==> config.mk <==
export PLATFORM = sky130hd
export DESIGN_NAME = quad_decoder
export DESIGN_NICKNAME = d
export VERILOG_FILES = /design/src/rtl/quad_decoder.sv
export SDC_FILE = /design/constraint.sdc
export NUM_CORES = 1
export LEC_CHECK = 0
export CAP_MARGIN = 20
export CORE_MARGIN = 4
export CORE_UTILIZATION = 30
export DETAILED_ROUTE_END_ITERATION = 16
export GPL_TIMING_DRIVEN = 0
export PLACE_DENSITY_LB_ADDON = 0.12
export SYNTH_ARGS = -nofsm -noshare
export SYNTH_HDL_FRONTEND = slang
export SYNTH_SLANG_ARGS = --single-unit
==> constraint.sdc <==
create_clock -name clk -period 1.88 [get_ports clk]
set_input_delay 0.282 -clock clk [delete_from_list [all_inputs] [get_ports clk]]
set_output_delay 0.282 -clock clk [all_outputs]
set_load 0.01 [all_outputs]
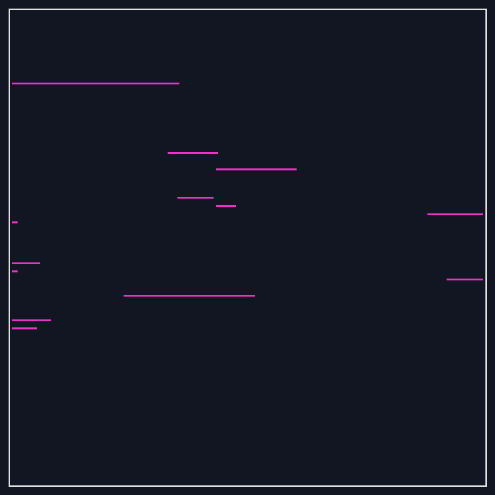
(images/m3.png)
Scale: 6 px per um.
- share of all routed wire: 3.6%
- wire length on this layer: 110 um
- main direction: horizontal
drt total wl: 3.01 mm
via count: 1180
M3 GR Usage: 3.40%

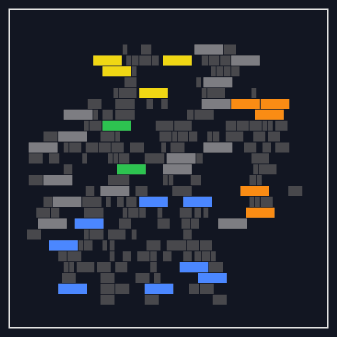
(images/ff_map.png)
Scale: 4 px per um.
- orange: init_cnt (flops 5)
- blue: err_cnt (flops 8)
- yellow: db_cnt_b (flops 4; where north)
- green: prev (flops 2)
- not coloured: 15
Final Util: 39.2%
sequential power: 753 uW
sequential share of cell area: 36.0%

==> results.json <==
{
  "clkLatencyLatePin_ns": 0.28,
  "finClkSkew_ns": 0.00551,
  "coreArea_um2": 4820,
  "finalSetupViolCount": 0,
  "crit_slowest_cell": "dfxtp_1",
  "dieArea_um2": 6280,
  "track_usage_pct": 10.4,
  "io_pins": 18,
  "cp.depth": 6,
  "synth_area_leader_cell": "dfxtp_1",
  "met3WireLength_um": 109,
  "grt_pass1_vias": 1161,
  "synth_cells": 161,
  "cts_setup_buffers": 0,
  "rsz0062_at_grt": "false",
  "detail-route-antenna-nets": 0,
  "netlist_area_um2": 1520,
  "fillers": 505,
  "numSynthFlops": 34,
  "diodes": 0,
  "ys_cells": 161,
  "cp_cell_sequence": "clkbuf_2 > xor2_1 > ha_2 > and4_1 > a41oi_1 > a311oi_1",
  "vdd_ir_drop_max_mv": 0.439,
  "simple_gate_share_pct": 24.2,
  "end_kind": "flip-flop",
  "die-height_um": 79.2,
  "critPathTopFamily": "AND-OR/OR-AND gates",
  "required_ns": 2.06,
  "syn-num-nets": 173,
  "die_w_um": 79.2,
  "edf_count": 0,
  "hold_violations": 0,
  "yosysWarnings": 0,
  "clock_path_buffers": 2,
  "grt-ovfl-total": 0,
  "cts_hold_buffers": 0,
  "wl_per_cell_um": 11.9,
  "avgViaCountPerCell": 4.66,
  "path_clk_slew_ns": 0.07,
  "syn_avg_cell_area_um2": 9.46,
  "path_class": "flip-flop to flip-flop",
  "h-tree-depth": 2,
  "slowest_delay_ns": 0.31,
  "warning_count": 27,
  "status": "finished, final reports clean",
  "wl_met2_mm": 1.38,
  "area_growth_pct": 24.1,
  "hpwl_mm": 2.26,
  "synth-main-ff-cell": "dfxtp_1",
  "cts_resized": 0,
  "io_buffers": 17,
  "critPathLaunchType": "flip-flop",
  "grt_pass1_wl_mm": 5.22,
  "place_area_um2": 1780,
  "max_freq_ghz": 0.601,
  "hp-class": "flip-flop to flip-flop",
  "num_rows": 25,
  "logic_family": "simple AND/OR/NAND/NOR gates",
  "fa_ha_area_share_pct": 4.93,
  "setup_slack_ns": 0.217,
  "postSynthSeqShare_pct": 44.7,
  "yosys_area_um2": 1520,
  "grt_max_degree": 11,
  "synthDistinctLibCells": 40,
  "worst_pin_slew_ns": 0.493,
  "cts_buffers": 5,
  "wl_met1_mm": 1.49,
  "p_leak_nw": 0.727,
  "most_common_cell": "dfxtp_1",
  "max_cap_viol_count": 0,
  "dp_slack_ns": 0.0848,
  "worstRegToRegCells": 6,
  "place_congestion": 0.762,
  "common_cells": "dfxtp_1, nor2_1, nand2_1, xor2_1, a21oi_1",
  "mux_area_share_pct": 4.60,
  "slew_viol_final": 0,
  "synth.top_cell.area_share_pct": 44.7,
  "finalPower_mw": 1.46,
  "period_used_pct": 88.5,
  "rrSetupSlack_ns": 0.22,
  "antenna_found_initial": 0,
  "setup_tns_ns": 0,
  "final_area_um2": 1890,
  "final_common_cell": "dfxtp_1",
  "initialDrtViolationCount": 50,
  "largest_register_ffs": 8,
  "cts_tree": "done",
  "drive_above_1_share_pct": 9.68,
  "slew_headroom_pct": 67.1,
  "arrival_ns": 1.85,
  "top_cells_by_area": "dfxtp_1, xor2_1, ha_1, mux2i_1, nor2_1",
  "whs_path_depth": 1,
  "fp_util_pct": 31.6,
  "cp.buffers_inverters": 1,
  "drtPass1Iterations": 4,
  "cp_max_fo": 5,
  "final_layout_top_logic_cells": "dfxtp_1, nor2_1, clkdlybuf4s50_1",
  "ys_sh_xor_pct": 7.48,
  "min_period_ns": 1.66,
  "powerDensity_nw_per_um2": 775,
  "synthAoiAreaFrac_pct": 10.7,
  "drc": 0,
  "cts_root_buf": "clkbuf_8",
  "final_nets": 197,
  "synthArstFlopShare_pct": 0,
  "cts_sinks": 34,
  "top_layer": "met4"
}
-- power by group --
part / total, mW / switching, mW / internal (mW)
sequential: 0.753 / 0.0160 / 0.737
combinational: 0.0910 / 0.0467 / 0.0444
clock: 0.619 / 0.250 / 0.370
-- metrics by stage --
stage	cells	hold WS [ns]
finish	253	0.443
global route	253	0.458
CTS	253	0.445
detailed placement	245	0.429
global placement	245	0.437
floorplan	161	0.410
-- worst register-to-register path: cells and delay by family (launching register included) --
| family | cells | cell delay [ns] |
|---|---|---|
| compound gates | 2 | 0.40 |
| xor+xnor | 1 | 0.18 |
| fa+ha+maj | 1 | 0.23 |
| buf+inv | 1 | 0.17 |
| flops | 1 | 0.31 |
| simple gates | 1 | 0.29 |
-- logic make-up after synthesis --
group / after synthesis
AOI/OAI and AO/OA: 22
xor gates and xnor gates: 13
adders and majority gates: 6
buffers and inverters: 12
DFF: 34
muxes: 7
and+or+nand+nor: 67
-- routing by layer --
layer,up-vias,GRT usage (%)
li1,609,-
met1,553,13.5
met2,13,16.2
met3,5,3.40
met4,0,3.61
met5,-,0
-- area by class of cell --
class                           count  area (um^2)  area share (%)
Multi-Input combinational cell    115          793            42.0
Timing Repair Buffer               17          170            9.01
Inverter                            7         26.3            1.39
Sequential cell                    34          681            36.0
Clock buffer                        8          110            5.83
Buffer                              5         25.0            1.32
Tap cell                           67         83.8            4.44
Power and IR drop assume default switching activity.
